**src/rtl/alu_pkg.sv**
```systemverilog
// Shared definitions for the serial arithmetic blocks: FSM encoding and
// the default operand width.
package alu_pkg;

  localparam int WIDTH_DEFAULT = 32;

  typedef enum logic [1:0] {
    IDLE = 2'b00,
    RUN  = 2'b01,
    DONE = 2'b10
  } state_t;

endpackage

```
**src/rtl/add_1b.sv**
```systemverilog
// Single-bit full adder cell used by the serial add/subtract datapath.
module add_1b (
  input  logic a,
  input  logic b,
  input  logic cin,
  output logic s,
  output logic cout
);

  assign s    = a ^ b ^ cin;
  assign cout = (a & b) | (a & cin) | (b & cin);

endmodule

```
**src/rtl/serial_addsub.sv**
```systemverilog
// Bit-serial adder/subtractor: one result bit per clock, LSB first,
// through a single full-adder cell with a registered carry. Subtraction
// is A + ~B + 1, so the carry is preset to 1 and B is inverted on load.
module serial_addsub
  import alu_pkg::*;
#(
  parameter int WIDTH = WIDTH_DEFAULT
) (
  input  logic             clk,
  input  logic             rst_n,
  input  logic             start,
  input  logic             sub,
  input  logic [WIDTH-1:0] a,
  input  logic [WIDTH-1:0] b,
  output logic             busy,
  output logic             done,
  output logic [WIDTH-1:0] result,
  output logic             cout,
  output logic             overflow,
  output logic             zero
);

  localparam int CNT_W = (WIDTH > 1) ? $clog2(WIDTH) : 1;
  localparam logic [CNT_W-1:0] LAST_CNT = CNT_W'(WIDTH - 1);

  state_t           state;
  state_t           state_nxt;
  logic [CNT_W-1:0] cnt;
  logic             carry;
  logic [WIDTH-1:0] sa;
  logic [WIDTH-1:0] sb;
  logic             load_en;
  logic             run_en;
  logic             last_bit;
  logic             fa_s;
  logic             fa_c;
  logic [WIDTH-1:0] result_nxt;

  add_1b u_add_1b (
    .a    (sa[0]),
    .b    (sb[0]),
    .cin  (carry),
    .s    (fa_s),
    .cout (fa_c)
  );

  assign result_nxt = {fa_s, result[WIDTH-1:1]};

  // Next-state logic and status outputs; start only matters in IDLE.
  always_comb begin
    state_nxt = state;
    load_en   = 1'b0;
    run_en    = 1'b0;
    last_bit  = 1'b0;
    busy      = 1'b0;
    done      = 1'b0;
    case (state)
      IDLE: begin
        if (start) begin
          load_en   = 1'b1;
          state_nxt = RUN;
        end
      end
      RUN: begin
        busy     = 1'b1;
        run_en   = 1'b1;
        last_bit = (cnt == LAST_CNT);
        if (last_bit) state_nxt = DONE;
      end
      DONE: begin
        busy      = 1'b1;
        done      = 1'b1;
        state_nxt = IDLE;
      end
      default: state_nxt = IDLE;
    endcase
  end

  // FSM state register.
  always_ff @(posedge clk or negedge rst_n) begin
    if (!rst_n) state <= IDLE;
    else        state <= state_nxt;
  end

  // Bit counter and running carry; the counter holds at its last value so it never wraps.
  always_ff @(posedge clk or negedge rst_n) begin
    if (!rst_n) begin
      cnt   <= '0;
      carry <= 1'b0;
    end else if (load_en) begin
      cnt   <= '0;
      carry <= sub;
    end else if (run_en) begin
      carry <= fa_c;
      if (!last_bit) cnt <= cnt + 1'b1;
    end
  end

  // Operand shift registers; B is pre-inverted for subtraction.
  always_ff @(posedge clk) begin
    if (load_en) begin
      sa <= a;
      sb <= b ^ {WIDTH{sub}};
    end else if (run_en) begin
      sa <= {1'b0, sa[WIDTH-1:1]};
      sb <= {1'b0, sb[WIDTH-1:1]};
    end
  end

  // Result shifts in from the MSB; flags are captured on the final bit and held.
  // The carry register at the final bit is the carry into the MSB.
  always_ff @(posedge clk or negedge rst_n) begin
    if (!rst_n) begin
      result   <= '0;
      cout     <= 1'b0;
      overflow <= 1'b0;
      zero     <= 1'b0;
    end else if (load_en) begin
      result   <= '0;
      cout     <= 1'b0;
      overflow <= 1'b0;
      zero     <= 1'b0;
    end else if (run_en) begin
      result <= result_nxt;
      if (last_bit) begin
        cout     <= fa_c;
        overflow <= carry ^ fa_c;
        zero     <= (result_nxt == '0);
      end
    end
  end

endmodule
```
**config.mk**
```make
export PLATFORM = sky130hd
export DESIGN_NAME = serial_addsub
export DESIGN_NICKNAME = d
export VERILOG_FILES = /design/src/rtl/alu_pkg.sv /design/src/rtl/add_1b.sv /design/src/rtl/serial_addsub.sv
export SDC_FILE = /design/constraint.sdc
export NUM_CORES = 1
export LEC_CHECK = 0
export ABC_AREA = 0
export CAP_MARGIN = 30
export CORE_MARGIN = 5
export CORE_UTILIZATION = 40
export CTS_BUF_LIST = sky130_fd_sc_hd__clkbuf_8
export CTS_CLUSTER_DIAMETER = 50
export DETAILED_ROUTE_END_ITERATION = 6
export HOLD_SLACK_MARGIN = 0.1
export PLACE_DENSITY_LB_ADDON = 0.15
export REMOVE_ABC_BUFFERS = 1
export SLEW_MARGIN = 5
export SYNTH_ARGS = -nofsm -noshare
export SYNTH_HDL_FRONTEND = slang
export SYNTH_SLANG_ARGS = --single-unit
```
**constraint.sdc**
```tcl
create_clock -name clk -period 7 [get_ports clk]
set_input_delay 1.4 -clock clk [delete_from_list [all_inputs] [get_ports clk]]
set_output_delay 1.4 -clock clk [all_outputs]
set_load 0.05 [all_outputs]
```
Figure 1. Pin map (run 1).
Drawn at 3 px/um. Pins as bars across the die edge, other pins in gray.
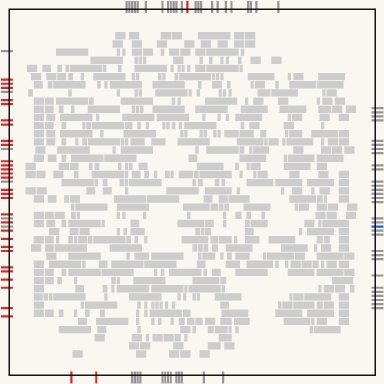
color	port	pins	direction	edge
blue	zero	1	output	right
red	b	32	input	29 left, 2 bottom, 1 top

Figure 2. Cell density map (run 1).
Drawn at 3 px/um. 12 x 12 tiles, from black (low) to pale yellow (high), 0 to 100% covered.
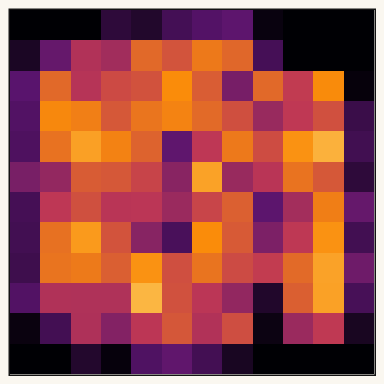
tiles over 75% full	7.6%
mean over tiles	41%
fullest tile	84%
nearly empty tiles	12%
emptiest ninth of the die	top right

Figure 3. Signal wires by layer (run 1).
Drawn at 2 px/um.
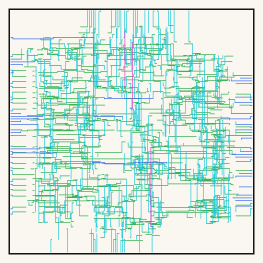
color	layer	wire length
blue	M3	463 um
cyan	M2	4340 um
magenta	M4	139 um
green	M1	4480 um

==> impl_metrics.json, run 1 <==
{
  "status": "complete, no violations",
  "netlist_area_um2": 4971,
  "seq_share_pct": 47.61,
  "cp_data_required_time_ns": 5.60,
  "clkSinkCount": 107,
  "fin_skew_ns": 0.005719,
  "critical-path-top-delay-family": "buffers and inverters",
  "ys_cells": 450,
  "holdWs_ns": 0.5254,
  "hold_buffers": 0,
  "place_hpwl_mm": 6.390,
  "largest_class": "sequential cells",
  "clk_share_pct": 2.980,
  "ioPinCount": 105,
  "slew_headroom_pct": 40.88,
  "path_cells": "inv_1 > ha_1 > clkdlybuf4s50_1",
  "top_area_cell": "edfxtp_1",
  "nets": 618,
  "nClkBuffers": 9,
  "endpoint_kind": "output port",
  "comb_area_share_pct": 28.35,
  "mostFrequentLayoutCells": "nand2_1, clkdlybuf4s50_1, edfxtp_1",
  "path_class": "reg2out",
  "p_leak_nw": 2.679,
  "setup_viol": 0,
  "critPathLaunchType": "register",
  "dr_wl_met3_um": 463,
  "hold_class": "reg2reg",
  "hold_viol": 0,
  "comb_area_um2": 1785,
  "netlist.area_leader.share_pct": 38.66,
  "layout_top_cell": "nand2_1",
  "powerDensity_nw_per_um2": 349.8,
  "met1_usage_pct": 16.86,
  "numPortBuffers": 104,
  "final-nonclk-buf-share_pct": 17.37,
  "grt_pass1_vias": 3444,
  "drc": 0,
  "drt-pass1-iter-count": 4,
  "inv_count": 6,
  "numCtsBuffers": 9,
  "utilization_pct": 51.99,
  "cts-root-buf": "clkbuf_8",
  "die_y_um": 121.5,
  "routed_wl_mm": 9.418,
  "ys_ff": 107,
  "rr_startpoint": "state[1]",
  "n_all_buffers": 109,
  "power_mw": 2.203,
  "worstMarginPinSlew_ns": 0.8869,
  "cts_tree": "done",
  "finalNonFillerCells": 715,
  "wl_met1_mm": 4.475,
  "ant_nets": 0,
  "fmax_mhz": 302.2,
  "place_area_um2": 6090,
  "place_ws_ns": 3.383,
  "ys_types": 33,
  "crit_path_max_fanout": 3,
  "finalCritPeriodShare_pct": 47.27,
  "met2_length_mm": 4.341,
  "min_from": "sa[13]",
  "initCoreUtil_pct": 41.04,
  "r2r-end": "sa[25]",
  "critPathBufInv": 2,
  "area_leaders": "edfxtp_1, dfrtp_1, nand2_1, mux2i_1, xnor2_1",
  "overflow": 0,
  "antennaDiodeCount": 0,
  "use_met2_pct": 20.97,
  "nFillCells": 1163,
  "area_growth_pct": 26.68,
  "dp_cells": 699,
  "dieArea_um2": 14760,
  "r2r_cells": 6,
  "cp.depth": 3,
  "ys_area_um2": 4971,
  "die_w_um": 121.5,
  "seq_cell_count": 107,
  "place.gp.congestion": 0.7138,
  "grt.met3_usage_pct": 3.497,
  "post_cts_buffers": 0,
  "rsz0062_at_grt": "false",
  "crit_arrival_ns": 1.91,
  "top_layer": "met4",
  "antenna_found_initial": 0,
  "warnings": 28,
  "synth.avg_cell_area_um2": 11.05,
  "clk_latency_ns": 0.35,
  "synth-seq-area-share_pct": 60.31,
  "grt-busiest-layer": "met2",
  "grt_max_degree": 97,
  "flop_area_um2": 2998,
  "clk_path_buf_depth": 2,
  "coreArea_um2": 12110,
  "clk_pin_slew_worst_paths_ns": 0.10,
  "route.vias.total": 3304,
  "routedWlPerCell_um": 13.17,
  "fin_setup_tns_ns": 0,
  "cap_violations": 0,
  "drv_slew": 0,
  "grt_pass1_wl_mm": 15.58,
  "finalWorstSetupSlack_ns": 3.691,
  "r2r_slack_ns": 4.57,
  "nMultiInputCombCells": 310,
  "yosys_warnings": 0,
  "tapCellCount": 168,
  "first_iter_violations": 246,
  "final_area_um2": 6297,
  "synth_cells": 450,
  "rows": 40,
  "cts_max_level": 3,
  "cts-resized-gates": 0,
  "drive_gt1_share_pct": 6.216,
  "vdd_drop_max_mv": 0.1567,
  "post-route-min-period_ns": 3.309,
  "slowest_delay_ns": 0.80,
  "via_per_inst": 4.621,
  "worst_hold_path.endpoint": "sa[12]",
  "cpMaxStageDelayCell": "clkdlybuf4s50_1",
  "grt_usage_pct": 12.89,
  "hold_depth": 2
}
[run 1: worst min-delay path: cells and delay by family (launching register included)]
| family | cells | cell delay, ns |
|---|---|---|
| DFF | 1 | 0.33 |
| and+or+nand+nor | 2 | 0.09 |
[run 1: worst max-delay path by stage]
stage	startpoint	end	slack [ns]
final	state[1]	busy	3.69
after global routing	state[1]	busy	3.61
after CTS	state[1]	busy	3.67
after detailed placement	start	sb[11]	3.38
after global placement	start	sb[12]	3.42
after floorplan	start	sa[0]	1.86
[run 1: logic make-up after synthesis]
| family | Yosys count | synth area share, % |
|---|---|---|
| xor+xnor | 35 | 6.167 |
| simple gates | 194 | 16.56 |
| buf+inv | 33 | 3.952 |
| compound gates | 41 | 4.430 |
| fa+ha+maj | 7 | 1.913 |
| flops | 107 | 60.31 |
| mux | 33 | 6.670 |
[run 1: synth_stat cells]
library cell and n:
and2b_2 1, ha_1 6, nand4_1 2, xnor2_1 34, inv_1 6, edfxtp_1 64, buf_4 3, nor2b_1 2
nor4_2 3, nand3_1 3, o41ai_2 1, a21oi_1 5, mux2_2 1, and2_1 1, nand2b_4 1, o22a_1 1
nor2_1 36, fa_1 1, buf_2 13, nand2_1 134, nand3b_1 1, buf_6 6, or2_2 1, or3_1 1
dfrtp_1 43, nor4b_2 1, o21ai_0 34, nor4_1 4, and3_1 2, clkbuf_1 5, xor2_1 1, mux2i_1 32
nand2b_1 1
[run 1: sequential cells by signal, indices dropped and copies added (netlist names)]
register  count
carry         1
sa           32
cnt           5
zero          1
state         2
result       32
cout          1
sb           32
overflow      1
[run 1: report_power, final]
group	total [mW]	switching (mW)	internal, mW
logic	0.750	0.465	0.285
registers	1.09	0.0810	1.01
clock network	0.365	0.201	0.164
==> run 1 -> run 2 <==
Clock period 7 ns to 3.4 ns, I/O delays scaled along.
Figure 4. Pin map (run 2).
Drawn at 3 px/um. Pins as bars across the die edge, other pins in gray.
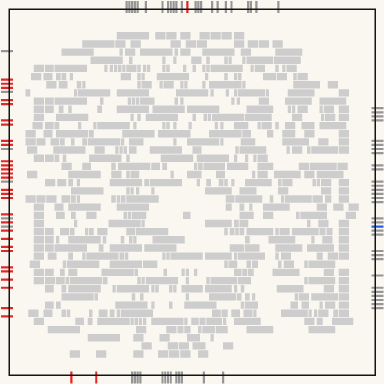
color	port	pins	direction	edge
red	b	32	input	29 left, 2 bottom, 1 top
blue	zero	1	output	right
all pins by edge	35 left, 31 right, 24 top, 15 bottom

Figure 5. Cell density map (run 2).
Drawn at 3 px/um. 12 x 12 tiles, from black (low) to pale yellow (high), 0 to 100% covered.
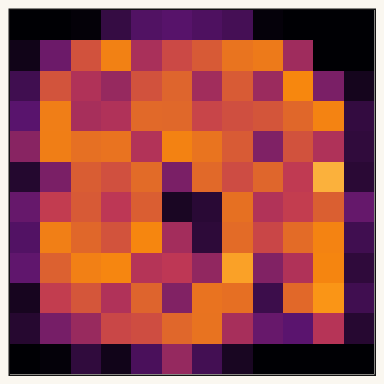
fullest tile	83%
tiles over 75% full	2.1%
mean over tiles	41%
nearly empty tiles	10%

==> run 2 against run 1 <==
  * Core utilization about the same
  * Synthesized cell count unchanged
  * Non-clock buffer count increased by 1
  * Routed wire length increased by 0.86%
  * Total power increased by 100%
  * Critical path type unchanged
  * Largest cell class unchanged
  * Critical endpoint unchanged
==> impl_metrics.json, run 2 <==
{
  "setup_viol": 0,
  "layout_top_cell": "nand2_1",
  "status": "complete, no violations",
  "crit_path_max_fanout": 3,
  "initCoreUtil_pct": 41.04,
  "drv_slew": 0,
  "place_area_um2": 6110,
  "hold_viol": 0,
  "first_iter_violations": 180,
  "top_area_cell": "edfxtp_1",
  "ys_ff": 107,
  "finalCritPeriodShare_pct": 76.35,
  "fmax_mhz": 385.2,
  "place_hpwl_mm": 6.553,
  "cp_data_required_time_ns": 2.72,
  "antenna_found_initial": 0,
  "antennaDiodeCount": 0,
  "rows": 40,
  "clk_path_buf_depth": 2,
  "ioPinCount": 105,
  "routedWlPerCell_um": 13.25,
  "clk_latency_ns": 0.36,
  "clkSinkCount": 107,
  "yosys_warnings": 0,
  "critPathLaunchType": "register",
  "grt_usage_pct": 13.03,
  "power_mw": 4.501,
  "reg.largest.list": "result x32, sa x32, sb x32",
  "via_per_inst": 4.607,
  "p_leak_nw": 2.686,
  "route.vias.total": 3303,
  "numPortBuffers": 104,
  "die_y_um": 121.5,
  "cap_violations": 0,
  "endpoint_kind": "output port",
  "nets": 619,
  "ys_types": 33,
  "post_cts_buffers": 0,
  "cts-root-buf": "clkbuf_8",
  "hold_class": "in2async",
  "common_cells": "nand2_1, edfxtp_1, dfrtp_1",
  "utilization_pct": 52.00,
  "cts-resized-gates": 0,
  "ant_nets": 0,
  "clk_pin_slew_worst_paths_ns": 0.10,
  "place.gp.congestion": 0.7434,
  "overflow": 0,
  "die_w_um": 121.5,
  "holdWs_ns": 0.1720,
  "worstMarginPinSlew_ns": 0.8777,
  "drc": 0,
  "cts_max_level": 3,
  "flop_area_um2": 2998,
  "routed_wl_mm": 9.499,
  "post-route-min-period_ns": 2.596,
  "synth.most_common_cell": "nand2_1",
  "dp_cells": 700,
  "synth.avg_cell_area_um2": 11.05,
  "path_class": "reg2out",
  "fin_skew_ns": 0.01429,
  "powerDensity_nw_per_um2": 714.6,
  "synth-seq-area-share_pct": 60.31,
  "warnings": 28,
  "edf_count": 64,
  "async_flop_share_pct": 40.19,
  "cts_tree": "done",
  "finalWorstSetupSlack_ns": 0.8040,
  "vdd_drop_max_mv": 0.4090,
  "drt-pass1-iter-count": 4,
  "drive_gt1_share_pct": 6.193,
  "nFillCells": 1141,
  "synthFlopType": "edfxtp_1",
  "hold_buffers": 0,
  "synth_cells": 450,
  "comb_area_um2": 1785,
  "grt_pass1_wl_mm": 15.48,
  "slew_headroom_pct": 41.49,
  "grt_max_degree": 96,
  "dieArea_um2": 14760,
  "mostFrequentLayoutCells": "nand2_1, clkdlybuf4s50_1, edfxtp_1",
  "numCtsBuffers": 9,
  "netlist.area_leader.share_pct": 38.66,
  "ys_cells": 450,
  "coreArea_um2": 12110,
  "crit_arrival_ns": 1.92,
  "grt_pass1_vias": 3228,
  "final_area_um2": 6299,
  "place_ws_ns": 1.036,
  "finalNonFillerCells": 717,
  "rsz0062_at_grt": "false",
  "area_leaders": "edfxtp_1, dfrtp_1, nand2_1, mux2i_1, xnor2_1"
}
run 2: cell type report:
type	instances	area share, %
well taps	168	3.337
clock buffers	9	1.967
multi-input cells	310	28.35
repair buffers	110	17.68
inverters	6	0.3576
clock inverters	7	0.7151
flip-flops and latches	107	47.60
run 2: worst max-delay path: stages (launching register included):
cell	delay [ns]
dfrtp_1	0.39
inv_1	0.09
ha_1	0.28
clkdlybuf4s50_1	0.79
run 2: routing by layer:
metal  GRT usage, %  share of wire, %
met1          17.68                47
met2          20.62                47
met3          3.823               4.9
met4          3.151              0.65
met5              0                 0
run 2: cells by family after synthesis:
logic type / count (synthesis) / synth area share [%]
AOI/OAI and AO/OA: 41 / 4.430
DFF: 107 / 60.31
adders and majority gates: 7 / 1.913
and+or+nand+nor: 194 / 16.56
muxes: 33 / 6.670
buffers and inverters: 33 / 3.952
xor gates and xnor gates: 35 / 6.167
run 2: path summary, 6_finish.rpt:
| check | startpoint | end | slack, ns | cells past startpoint |
|---|---|---|---|---|
| min reg2reg | sb[31] | sb[30] | 0.52 | 2 |
| max in group asynchronous | rst_n | result[27] | 2.77 | 2 |
| min | rst_n | result[20] | 0.17 | 1 |
| max reg2reg | state[1] | sb[20] | 1.28 | 4 |
| min in group clk | sb[31] | sb[30] | 0.52 | 2 |
| max | state[0] | busy | 0.80 | 3 |
run 2: where the power goes:
group,internal [mW],switching (mW),total [mW]
clock,0.265,0.435,0.700
combinational,0.603,0.968,1.57
sequential,2.07,0.164,2.23
No activity file was given, so power comes from the tool's default toggle rates.
